**Cells coloured by class**

The bar under the picture is 50 µm long. Fill, decap, tap and diode cells in grey.
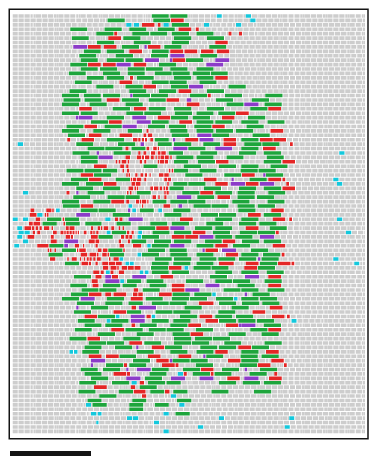
**Wiring by layer**

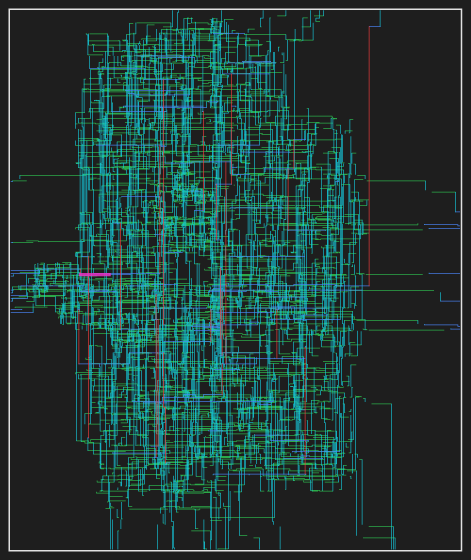
**Wiring heat map**

22 x 26 tiles, from black (low) to pale yellow (high), scaled to the fullest tile. Values are wire area over tile area, all layers added.
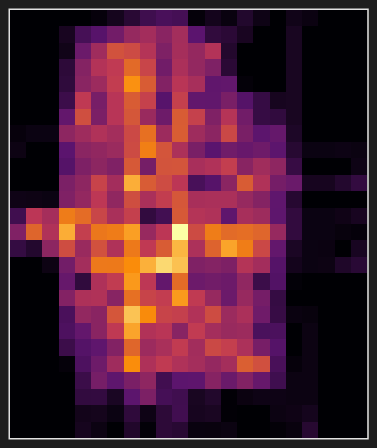
**The metal 1 layer**

Supply wires on this layer in grey.
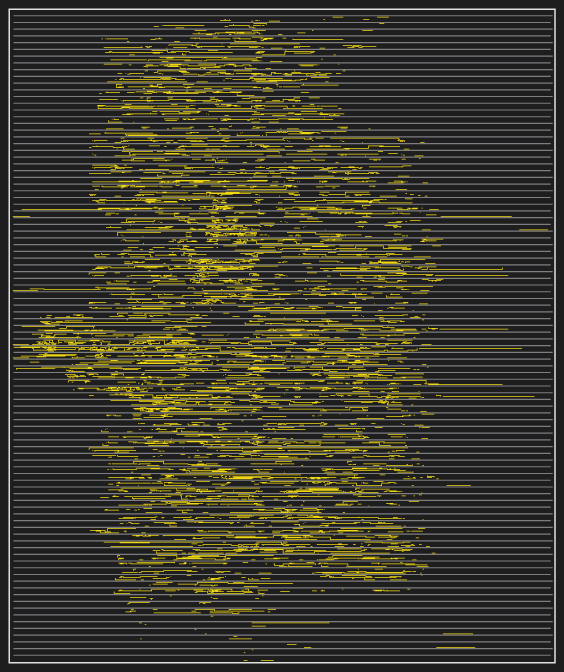
==> config.mk <==
export PLATFORM = sky130hd
export DESIGN_NAME = led_change_monitor
export DESIGN_NICKNAME = d
export VERILOG_FILES = /design/src/rtl/led_change_monitor.sv
export SDC_FILE = /design/constraint.sdc
export NUM_CORES = 1
export LEC_CHECK = 0
export CORE_ASPECT_RATIO = 1.2
export CORE_UTILIZATION = 30
export DETAILED_ROUTE_END_ITERATION = 8
export SYNTH_ARGS = -nofsm -noshare
export SYNTH_HDL_FRONTEND = slang
export SYNTH_SLANG_ARGS = --single-unit
==> constraint.sdc <==
create_clock -name clk -period 11.34 [get_ports clk]
set_clock_uncertainty 0.2 [all_clocks]
set_input_delay 1.701 -clock clk [delete_from_list [all_inputs] [get_ports clk]]
set_output_delay 1.701 -clock clk [all_outputs]
set_load 0.02 [all_outputs]
==> results.txt <==
Update from the flow run.

Measured in cells, the most critical reg-to-reg path has a length of 6. The max-cap violation count is 0. The final-layout non-clock buffer area share is 3.15%.

Entering global routing, the biggest net connects ~76 pins. The data arrival time of the critical path is 3.91 ns. The vertical die dimension reported for this design is roughly 260 µm. The met1 wire length is about 15000 µm. The net count after synthesis is 840. The number of H-tree levels is 2. For this run, the detailed router's first-pass iteration total came to 7. The fraction of the cycle the final worst path needs is between 50% and 60%. The gate count after technology mapping is 816. The fraction of area in clock buffers and inverters is around 6.3%.

The number of hold violations in the final report is 0. The non-clock buffer count in the final layout is between 60 and 70. After its last routability iteration, the placer logged a weighted congestion of 0.728. The leakage power in the latest report is between 6 and 7 nW.

In the floorplan report the effective utilization is between 30 and 40%. STA reports a reg2reg setup slack of around 7.6 ns. The width of the die is 220 µm. The number of library cell types mapped by synthesis is between 40 and 50. According to the Yosys statistics, the synthesized design has a chip area of about 0.017 mm².

The endpoint type of the worst setup path is a primary output. Global routing consumed, on the met2 layer, between 20 and 25% of the routing resources. The max-slew check reports its worst relative slack as a little under a quarter. Clock latency on the worst-skew pair, taken at its later pin, is 0.53 ns. The fmax is between 150 and 200 MHz. The final reports fail on DRC.

Using the TritonRoute via totals, the vias-per-cell ratio works out to around 5. The clock-pin slew on the worst setup and hold paths is approximately 0.060 ns. The flow ran to the end, but the final reports show violations. The met3 wire length is around 1800 µm. The final routed DRC violation total is 4. The number of sequential cells in the layout is 432.

The final setup slack of the worst path is 5.53 ns. The mean cell area of the mapped netlist is approximately 21 µm². After filler insertion, the fill cell instance count of the layout stands at about 5.2k.

The number of violations reported at the end of detailed-routing iteration 0 is around 700. The number of inserted diodes is 0. Sorting the Yosys area breakdown by cell type puts at the top sky130_fd_sc_hd__edfxtp_1. STA classifies the critical path startpoint as a flip-flop.

The final net count is 912. Counting flops with a built-in enable in the synthesized netlist gives between 300 and 400. The count of multi-input gates is between 300 and 400. The STA report counts the stages on the worst setup path as 5. After synthesis, the cell types taking the most area are sky130_fd_sc_hd__edfxtp_1 (67%), sky130_fd_sc_hd__mux4_2 (16%), sky130_fd_sc_hd__dfrtp_1 (7.0%), sky130_fd_sc_hd__and2_1 (0.99%), sky130_fd_sc_hd__ha_1 (0.73%).
Notes on 'cells coloured by class' above:
- flops: green (cells 432; share of their area 68%)
- all other logic: red (cells 345; share of their area 23%)
- clock drivers and dummy loads: purple (cells 70; share of their area 6.6%)
- other buffers and delay cells: cyan (cells 69; share of their area 3.3%)
number of rows in the core area: 95
final core occ: 35.2%
Floorplan Core Area: 0.0561 mm²
Non-Filler Cell Area, Final: 0.0198 mm²

Notes on 'wiring by layer' above:
- met3: blue (wire length 1770 µm)
- met2: cyan (wire length 19700 µm)
- met5: magenta (wire length 13.8 µm)
- met4: red (wire length 1130 µm)
- met1: green (wire length 15400 µm)
wire length per cell: 23.1 µm
total routing resource utilization after global routing: 13.4%
via count: 8200
total detailed-routing wirelength: 38000 µm

Notes on 'wiring heat map' above:
- mean over tiles: 0.10
- emptiest ninth of the die: upper right
- nearly empty tiles: 30%
- tiles over half the peak: 16%

Notes on 'the metal 1 layer' above:
- main direction: horizontal
- longest straight run: 81.0 µm
- wire length on this layer: 15400 µm
- nets with wire on the layer: 866
- share of all routed wire: 40%
met1 Resource Use GR: 17.1%

## Yosys cell counts (2+ instances only)
master,number
sky130_fd_sc_hd__o21ai_1,4
sky130_fd_sc_hd__or3_1,6
sky130_fd_sc_hd__nand2b_1,3
sky130_fd_sc_hd__mux2i_1,5
sky130_fd_sc_hd__nor3_1,8
sky130_fd_sc_hd__xor2_1,14
sky130_fd_sc_hd__o221ai_1,6
sky130_fd_sc_hd__inv_1,7
sky130_fd_sc_hd__o21ai_0,4
sky130_fd_sc_hd__o21a_1,2
sky130_fd_sc_hd__xnor2_1,4
sky130_fd_sc_hd__nor2b_1,6
sky130_fd_sc_hd__mux4_2,118
sky130_fd_sc_hd__dfrtp_1,48
sky130_fd_sc_hd__and3_1,4
sky130_fd_sc_hd__a21oi_1,10
sky130_fd_sc_hd__buf_2,11
sky130_fd_sc_hd__or4_1,2
sky130_fd_sc_hd__edfxtp_1,384
sky130_fd_sc_hd__nor4_4,2
sky130_fd_sc_hd__o2111ai_1,5
sky130_fd_sc_hd__nand4_1,2
sky130_fd_sc_hd__ha_1,10
sky130_fd_sc_hd__clkbuf_1,23
sky130_fd_sc_hd__a21o_1,3
sky130_fd_sc_hd__mux4_1,2
sky130_fd_sc_hd__buf_12,2
sky130_fd_sc_hd__nand2_1,30
sky130_fd_sc_hd__nand3_1,17
sky130_fd_sc_hd__o211ai_1,4
sky130_fd_sc_hd__nor2_1,25
sky130_fd_sc_hd__and2_1,27
sky130_fd_sc_hd__a211oi_1,2
## power breakdown
part	internal (mW)	total (mW)	leakage (nW)	switching, mW
Clock	0.731	1.29	0.603	0.561
Combinational	0.356	0.683	1.50	0.327
Sequential	1.74	1.78	4.34	0.0469
Total	2.82	3.76	6.44	0.936
## cell families after synthesis
family          count (synthesis)  synth area share, %
xor+xnor                       18                0.923
fa+ha+maj                      11                0.849
mux                           127                 16.3
simple gates                  137                 4.25
buf+inv                        48                 1.44
flops                         432                 74.5
compound gates                 43                 1.75
## stage by stage
| step | area [µm²] | utilization (%) | total power [mW] | hold slack, ns | instances |
|---|---|---|---|---|---|
| after CTS | 19800 | 35.2 | 3.80 | 0.355 | 1643 |
| after global routing | 19800 | 35.2 | 3.89 | 0.399 | 1643 |
| after floorplan | 17100 | - | 2.27 | 0.340 | 816 |
| after global placement | 18500 | 33.0 | 2.51 | 0.324 | 1573 |
| final | 19800 | 35.2 | 3.76 | 0.356 | 1643 |
| after detailed placement | 18500 | 33.0 | 2.52 | 0.336 | 1573 |
## layout by cell type (no fill, tap or decap), types with 14 or more instances in the layout
| master | count |
|---|---|
| sky130_fd_sc_hd__and2_1 | 27 |
| sky130_fd_sc_hd__buf_4 | 25 |
| sky130_fd_sc_hd__clkbuf_16 | 41 |
| sky130_fd_sc_hd__clkdlybuf4s50_1 | 43 |
| sky130_fd_sc_hd__dfrtp_1 | 45 |
| sky130_fd_sc_hd__edfxtp_1 | 384 |
| sky130_fd_sc_hd__mux4_2 | 118 |
| sky130_fd_sc_hd__nand2_1 | 30 |
| sky130_fd_sc_hd__nand3_1 | 17 |
| sky130_fd_sc_hd__xor2_1 | 14 |
Power and IR drop assume default switching activity.
